`src/rtl/dfpbm_pkg.sv`:
```
// Shared types and constants for the DFP bus master: FSM state encoding,
// counter width and the value returned by a read that timed out.
package dfpbm_pkg;

   localparam int          CNT_W      = 10;
   localparam logic [15:0] RD_TIMEOUT = 16'hFFFF;

   typedef enum logic [2:0] {
      IDLE,
      HALT_REQ,
      SETUP,
      STROBE,
      WAIT,
      HOLD,
      RELEASE,
      HALTED_IDLE
   } state_e;

   // Converts a cycle count into a counter load value, clamped to the counter range.
   function automatic logic [CNT_W-1:0] cnt_of(input int n);
      if (n <= 0)
         return '0;
      else if (n >= (1 << CNT_W))
         return '1;
      else
         return CNT_W'(n);
   endfunction

endpackage

```
`src/rtl/dfpbm_timer.sv`:
```
// Loadable down-counter, saturating at zero, with an expire flag.
// One instance is shared by every timed state of the DFP bus master.
module dfpbm_timer
   import dfpbm_pkg::*;
(
   input  logic             clk1,
   input  logic             nreset,
   input  logic             i_load,
   input  logic [CNT_W-1:0] i_load_val,
   output logic             o_expired
);

   logic [CNT_W-1:0] r_cnt;

   always_ff @(posedge clk1 or negedge nreset) begin
      if (!nreset)
         r_cnt <= '0;
      else if (i_load)
         r_cnt <= i_load_val;
      else if (r_cnt != '0)
         r_cnt <= r_cnt - 1'b1;
   end

   assign o_expired = (r_cnt == '0);

endmodule

```
`src/rtl/dfp_bus_master.sv`:
```
// Front-panel bus master: halts the CPU, runs one memory/I-O bus cycle, responds.
// Optional DFPBM_HOLD_EN keeps the halt between closely spaced requests.
module dfp_bus_master
   import dfpbm_pkg::*;
#(
   parameter int SETUP_CYC    = 1,
   parameter int STROBE_CYC   = 2,
   parameter int WS_TIMEOUT   = 255,
   parameter int HALT_TIMEOUT = 1023,
   parameter int HOLD_CYC     = 8
) (
   input  logic        clk1,
   input  logic        nreset,
   input  logic        req_valid,
   output logic        req_ready,
   input  logic        req_write,
   input  logic        req_io,
   input  logic [23:0] req_addr,
   input  logic [15:0] req_wdata,
   output logic        rsp_valid,
   output logic [15:0] rsp_rdata,
   output logic        rsp_timeout,
   input  logic        halted,
   output logic        nhalt_oe,
   input  logic        nws,
   output logic        bus_oe,
   output logic [23:0] ab_o,
   output logic        db_oe,
   output logic [15:0] db_o,
   input  logic [15:0] db_i,
   output logic        nmem_o,
   output logic        nio_o,
   output logic        nr_o,
   output logic        nw_o
);

   state_e           r_state;
   state_e           w_next;
   logic             w_accept;
   logic             w_expired;
   logic             w_load;
   logic [CNT_W-1:0] w_load_val;
   logic             w_halt_tmo;
   logic             w_ws_tmo;
   logic             w_hold_entry;
   logic             w_rel_entry;

   logic [23:0]      r_addr;
   logic [15:0]      r_wdata;
   logic             r_write;
   logic             r_io;
   logic             r_tmo;
   logic [15:0]      r_cap;
   logic [15:0]      r_rdata;

   assign w_accept     = req_valid && req_ready;
   assign w_halt_tmo   = (r_state == HALT_REQ) && !halted && w_expired;
   assign w_ws_tmo     = (r_state == WAIT) && !nws && w_expired;
   assign w_hold_entry = (w_next == HOLD) && (r_state != HOLD);
   assign w_rel_entry  = (w_next == RELEASE) && (r_state != RELEASE);

   always_ff @(posedge clk1 or negedge nreset) begin
      if (!nreset)
         r_state <= IDLE;
      else
         r_state <= w_next;
   end

   always_comb begin
      w_next = r_state;
      case (r_state)
         IDLE:     if (w_accept) w_next = HALT_REQ;
         HALT_REQ: begin
            if (halted)
               w_next = SETUP;
            else if (w_expired)
               w_next = RELEASE;
         end
         SETUP:    if (w_expired) w_next = STROBE;
         STROBE:   if (w_expired) w_next = nws ? HOLD : WAIT;
         WAIT:     if (nws || w_expired) w_next = HOLD;
         HOLD:     w_next = RELEASE;
`ifdef DFPBM_HOLD_EN
         RELEASE:  w_next = HALTED_IDLE;
         HALTED_IDLE: begin
            if (w_accept)
               w_next = SETUP;
            else if (w_expired)
               w_next = IDLE;
         end
`else
         RELEASE:  w_next = IDLE;
`endif
         default:  w_next = IDLE;
      endcase
   end

   // The shared timer is reloaded whenever the FSM enters a new state.
   assign w_load = (w_next != r_state);

   always_comb begin
      w_load_val = '0;
      case (w_next)
         HALT_REQ:    w_load_val = cnt_of(HALT_TIMEOUT);
         SETUP:       w_load_val = cnt_of(SETUP_CYC - 1);
         STROBE:      w_load_val = cnt_of(STROBE_CYC - 1);
         WAIT:        w_load_val = cnt_of(WS_TIMEOUT - 1);
         HALTED_IDLE: w_load_val = cnt_of(HOLD_CYC - 1);
         default:     w_load_val = '0;
      endcase
   end

   dfpbm_timer u_timer (
      .clk1       (clk1),
      .nreset     (nreset),
      .i_load     (w_load),
      .i_load_val (w_load_val),
      .o_expired  (w_expired)
   );

   always_ff @(posedge clk1 or negedge nreset) begin
      if (!nreset) begin
         r_addr  <= '0;
         r_wdata <= '0;
         r_write <= 1'b0;
         r_io    <= 1'b0;
         r_tmo   <= 1'b0;
         r_cap   <= '0;
         r_rdata <= '0;
      end else begin
         if (w_accept) begin
            r_addr  <= req_addr;
            r_wdata <= req_wdata;
            r_write <= req_write;
            r_io    <= req_io;
            r_tmo   <= 1'b0;
            r_cap   <= '0;
         end
         if (w_halt_tmo || w_ws_tmo)
            r_tmo <= 1'b1;
         if (w_hold_entry && !r_write)
            r_cap <= w_ws_tmo ? RD_TIMEOUT : db_i;
         // A halt timeout skips HOLD, so its read result is produced here directly.
         if (w_rel_entry)
            r_rdata <= (r_state == HALT_REQ) ? (r_write ? 16'h0000 : RD_TIMEOUT) : r_cap;
      end
   end

   assign rsp_rdata = r_rdata;

   always_comb begin
      req_ready   = 1'b0;
      rsp_valid   = 1'b0;
      rsp_timeout = 1'b0;
      nhalt_oe    = 1'b0;
      bus_oe      = 1'b0;
      db_oe       = 1'b0;
      ab_o        = '0;
      db_o        = '0;
      nmem_o      = 1'b1;
      nio_o       = 1'b1;
      nr_o        = 1'b1;
      nw_o        = 1'b1;
      case (r_state)
         IDLE:     req_ready = 1'b1;
         HALT_REQ: nhalt_oe  = 1'b1;
         SETUP, STROBE, WAIT, HOLD: begin
            nhalt_oe = 1'b1;
            bus_oe   = 1'b1;
            ab_o     = r_addr;
            db_oe    = r_write;
            db_o     = r_write ? r_wdata : 16'h0000;
            if (r_state == STROBE || r_state == WAIT) begin
               nmem_o = r_io;
               nio_o  = !r_io;
               nr_o   = r_write;
               nw_o   = !r_write;
            end
         end
         RELEASE: begin
            rsp_valid   = 1'b1;
            rsp_timeout = r_tmo;
`ifdef DFPBM_HOLD_EN
            nhalt_oe    = 1'b1;
`endif
         end
`ifdef DFPBM_HOLD_EN
         HALTED_IDLE: begin
            nhalt_oe  = 1'b1;
            req_ready = 1'b1;
         end
`endif
         default: ;
      endcase
   end

endmodule
```
`config.mk`:
```
export PLATFORM = sky130hd
export DESIGN_NAME = dfp_bus_master
export DESIGN_NICKNAME = d
export VERILOG_FILES = /design/src/rtl/dfpbm_pkg.sv /design/src/rtl/dfpbm_timer.sv /design/src/rtl/dfp_bus_master.sv
export SDC_FILE = /design/constraint.sdc
export NUM_CORES = 1
export LEC_CHECK = 0
export CAP_MARGIN = 10
export CORE_ASPECT_RATIO = 0.5
export CORE_MARGIN = 10
export CORE_UTILIZATION = 25
export DETAILED_ROUTE_END_ITERATION = 16
export HOLD_SLACK_MARGIN = 0.15
export REMOVE_ABC_BUFFERS = 1
export SYNTH_ARGS = -nofsm -noshare
export SYNTH_HDL_FRONTEND = slang
export SYNTH_SLANG_ARGS = --single-unit
export TNS_END_PERCENT = 20
```
`constraint.sdc`:
```
create_clock -name clk1 -period 3.4 [get_ports clk1]
set_input_delay 0.85 -clock clk1 [delete_from_list [all_inputs] [get_ports clk1]]
set_output_delay 0.85 -clock clk1 [all_outputs]
set_load 0.02 [all_outputs]
```
Figure 1. Sequential cells grouped by signal name (run 1).
The bar under the picture is 50 um long. Other sequential cells in the stronger gray, the rest of the logic in the fainter gray.
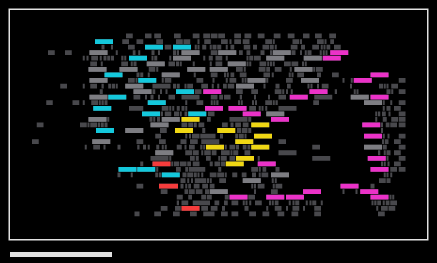
legend:
  `r_state`:
    color: red
    sequential_cells: 3
  `u_timer.r_cnt`:
    color: yellow
    sequential_cells: 10
    where: center
  `rsp_rdata`:
    color: cyan
    sequential_cells: 16
  `r_addr`:
    color: magenta
    sequential_cells: 24
not colored: 35

Figure 2. The metal 3 layer (run 1).
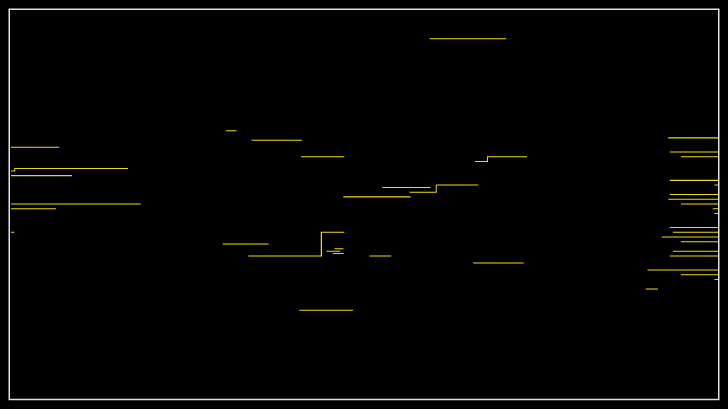
wire length on this layer: 533 um
share of all routed wire: 4.2%
nets with wire on the layer: 35
longest straight run: 37.0 um
drt total wl: 12600 um
GR Layer Usage met3: 2.662%

Figure 3. Congestion heat map (run 1).
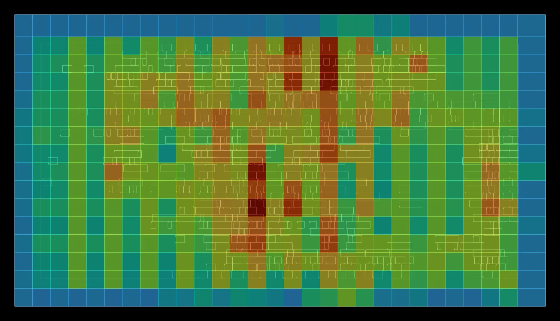
Final Util: 36.91%
met2 Use GR: 19.78%
gr usage total: 11.01%

==> CHANGELOG.md, run 1 <==
### Physical design

- DP HPWL: 8869 um
- Hold path endpoint: r_addr[22]
- CP arrival: 2290 ps
- Netlist cell types: 47
- Met1 Track Usage GR: 12.97%
- TNS Setup: 0 ps
- # IOs: 129
- Non-Clock Buffer Count: 142
- Switching share of power: 39.91%
- Clock-cell share of area: 4.877%
- PnR Total Power: 0.005132 W
- #MultiIn Comb: 351
- Number of iterations in the first detailed-routing pass: 4
- Initial drt markers: 256
- Switch Pwr: 0.002049 W
- Outcome: finished clean
- Hold_ws: 466.0 ps
- Min-delay worst type: reg2reg
- Hold Crit Start: r_addr[22]
- CP max stage cell: clkdlybuf4s50_1
run 1: registers in the layout, summed over array words and instances, names as in the netlist:
register and flops:
r_addr 24, r_cap 16, r_io 1, r_state 3, r_tmo 1, r_wdata 16
r_write 1, rsp_rdata 16, u_timer.r_cnt 10
run 1: cells by family (layout without fill, tap and decap cells):
kind of cell / count (synthesis) / in the layout / share of synthesized area (%)
xor+xnor: 10 / 10 / 2.071
fa+ha+maj: 1 / 1 / 0.2957
flops: 88 / 88 / 52.06
mux: 19 / 19 / 4.791
buf+inv: 38 / 164 / 4.052
simple gates: 261 / 261 / 28.36
compound gates: 60 / 60 / 8.371
run 1: power groups by stage:
| stage | combinational [W] | clock, W | sequential, W |
|---|---|---|---|
| 6_report | 0.00244 | 0.000992 | 0.00170 |
| 5_1_grt | 0.00267 | 0.00108 | 0.00176 |
| 4_1_cts | 0.00248 | 0.00103 | 0.00171 |
| 3_5_place_dp | 0.00247 | 0 | 0.00172 |
| 3_3_place_gp | 0.00244 | 0 | 0.00171 |
| 2_1_floorplan | 0.00129 | 0 | 0.00173 |
run 1: how the worst max path moves through the flow:
stage	from	endpoint	slack, ps	depth (start not counted)
floorplan	req_valid	r_cap[0]	-450	5
global placement	r_state[2]	db_o[5]	460	4
detailed placement	r_state[2]	db_o[11]	440	4
CTS	r_state[2]	db_o[7]	50	4
global route	r_state[2]	db_o[11]	130	4
finish	r_state[2]	db_o[7]	260	4
run 1: layer usage:
metal | vias up | routed length [um]
met4 | 0 | 87
met2 | 55 | 6605
met5 | - | 0
li1 | 1801 | -
met3 | 7 | 532
met1 | 1745 | 5370
run 1: what timing repair did:
action / CTS / global route
endpoints found under the hold margin: 0 / 0
resized: 0 / 1
setup endpoints to repair: 0 / 46
Figure 4. Logic cells by family (run 1).
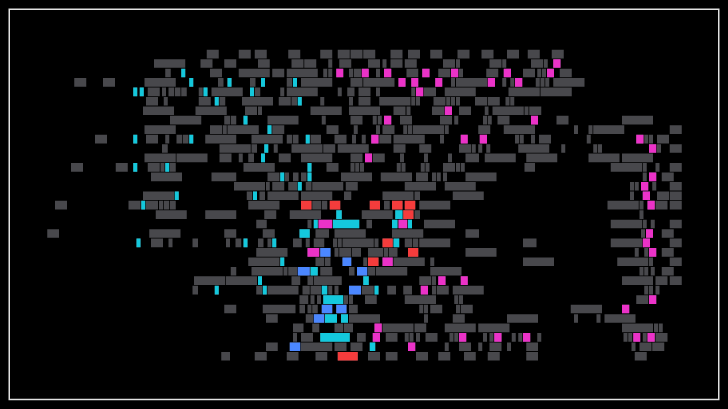

==> run 2, diff against run 1 <==
--- a/config.mk
+++ b/config.mk
@@ -5,10 +5,12 @@
 export SDC_FILE = /design/constraint.sdc
 export NUM_CORES = 1
 export LEC_CHECK = 0
+export ABC_CLOCK_PERIOD_IN_PS = 3100
 export CAP_MARGIN = 10
 export CORE_ASPECT_RATIO = 0.5
 export CORE_MARGIN = 10
 export CORE_UTILIZATION = 25
+export CTS_BUF_LIST = sky130_fd_sc_hd__clkbuf_4
 export DETAILED_ROUTE_END_ITERATION = 16
 export HOLD_SLACK_MARGIN = 0.15
 export REMOVE_ABC_BUFFERS = 1
==> constraint.sdc (replaced) <==
create_clock -name clk1 -period 3.1 [get_ports clk1]
set_input_delay 0.775 -clock clk1 [delete_from_list [all_inputs] [get_ports clk1]]
set_output_delay 0.775 -clock clk1 [all_outputs]
set_load 0.02 [all_outputs]
Figure 5. Logic cells by family (run 2).
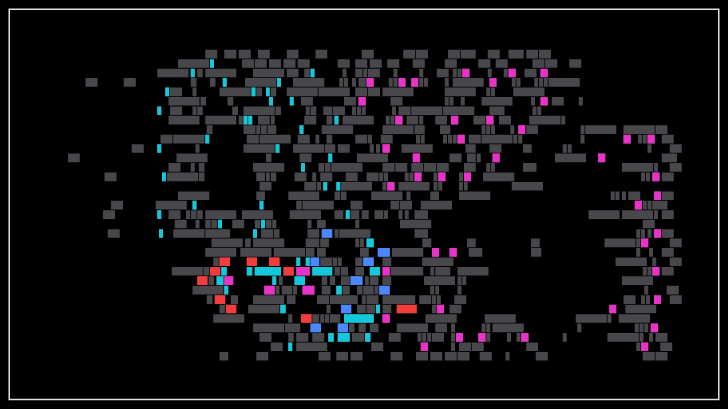
legend:
  nor cells:
    color: cyan
    cells: 51
    most_used: nor2_1
  xor and xnor cells:
    color: red
    cells: 10
    most_used: xnor2_1
  and/or cells:
    color: magenta
    cells: 47
    most_used: and2_1
  non-inverting ao/oa cells:
    color: blue
    cells: 9
    most_used: a211o_1
most numerous logic cell after layout: nand2_1
Comb area share: 31.39%

==> run 2 against run 1 <==
  * Count of clock-buffer cells in the layout stayed put
  * Register-to-register slack worse by 310 ps
  * Setup slack got worse by 150 ps
  * Routed wire length is 0.31% higher
  * Combinational power up 11%
  * Synthesized area did not move
  * Via count is 1.6% higher
  * First-iteration DRC count is 3.5% higher
  * Core utilization fell by 0.50 points
  * Die area unchanged
==> CHANGELOG.md, run 2 <==
### Physical design

- CP arrival: 2210 ps (-80 ps)
- Sink Count: 88
- Max Cap Viol: 0
- DP HPWL: 9029 um (+1.8%)
- Crit path DRT: 2320 ps
- Main area contributors after synthesis: dfrtp_1 (52%), nand2_1 (14%), mux2i_1 (4.3%)
- Met1 Track Usage GR: 12.78% (-0.20 points)
- PnR Total Power: 0.005225 W (+1.8%)
- Routed length on met3: 589 um (+11%)
- Largest Register: r_addr
- Number of flip-flops in the largest register: 24 (unchanged)
- Worst-path clk slew: 170 ps
- Min-delay worst type: in2async
- DRC viols: 0
- # IOs: 129 (unchanged)
- Combinational power: 0.00272 W (+11%)
- Drt total wl: 12630 um (+0.31%)
- EDFF count, synth: 0
- Top layer in use: met4
- Met2 routed WL: 6815 um (+3.2%)
- R2r setup slk: 350 ps
- Hold_ws: 311.9 ps (-154.1 ps)
- Met2 Use GR: 19.78% (unchanged)
- Number of iterations in the first detailed-routing pass: 4 (unchanged)
- Switch Pwr: 0.002205 W (+7.6%)
- Initial drt markers: 265 (+3.5%)
- M1 WL: 5154 um (-4.0%)
- Switching share of power: 42.20% (+2.3 points)
- Filler cells: 1690
- Outcome: finished clean
- Gr usage total: 10.94% (-0.065 points)
- Power Sequential: 0.00185 W (+9%)
- Netlist cell types: 47 (unchanged)
- Top Consumer: combinational cells
- GR Layer Usage met3: 2.778% (+0.12 points)
Figure 6. The metal 3 layer (run 2).
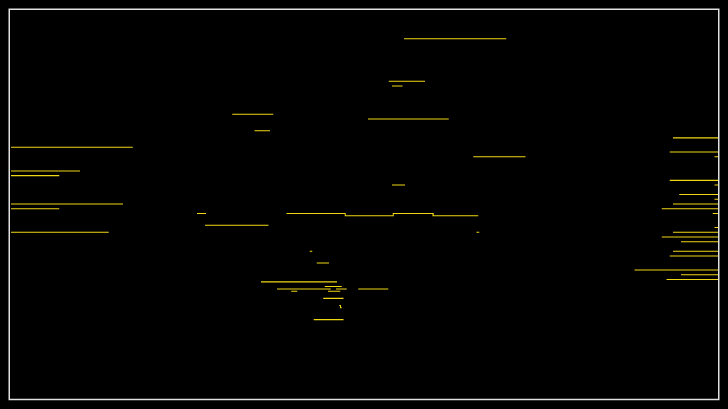
main direction: horizontal
longest straight run: 34.7 um
wire length on this layer: 590 um

## run 2: cell families after synthesis
group                    share of synthesized area (%)
XOR/XNOR                                         2.071
adder cells (fa/ha/maj)                         0.2957
flip-flops                                       52.06
multiplexers                                     4.791
AND-OR/OR-AND                                    8.371
AND/OR/NAND/NOR                                  28.36
buffers and inverters                            4.052
## run 2: final cells by class
cell class,instances,area (sq um),share of cell area (%)
flip-flops and latches,88,2205,36.75
multi-input cells,351,1883,31.39
repair buffers,149,1469,24.49
well taps,227,284.0,4.735
clock buffers,9,67.56,1.126
clock inverters,7,67.56,1.126
inverters,6,22.52,0.3755
## run 2: metrics by stage
step | instances | instance area, sq um | util [%] | TNS, ps
global route | 837 | 5998 | 36.41 | -87.17
finish | 837 | 5998 | 36.41 | 0
detailed placement | 817 | 5806 | 35.24 | 0
global placement | 817 | 5806 | 35.24 | 0
CTS | 834 | 5948 | 36.11 | -3.437
floorplan | 445 | 4081 | - | -11490
## run 2: timing repair
| action | CTS | global route |
|---|---|---|
| setup buffers | 1 | 3 |
| endpoints found under the setup margin | 38 | 44 |
| gates resized | 4 | 10 |
| pin swaps | 0 | 0 |
## run 2: final timing paths
| path | from | cells after the start | endpoint |
|---|---|---|---|
| worst max-delay path | r_state[2] | 4 | db_o[15] |
| max in group asynchronous | nreset | 2 | r_wdata[6] |
| worst min register to register | r_addr[17] | 2 | r_addr[17] |
| worst min-delay path | nreset | 1 | u_timer.r_cnt[2] |
| worst max register to register | u_timer.r_cnt[0] | 8 | r_cap[5] |
| min in group clk1 | r_addr[17] | 2 | r_addr[17] |
## run 2: critical path, stage by stage (launching register included)
cell	delay, ps
dfrtp_2	490
xor2_2	240
buf_6	220
and3_1	190
clkdlybuf4s50_1	610
No activity file was given, so power comes from the tool's default toggle rates.
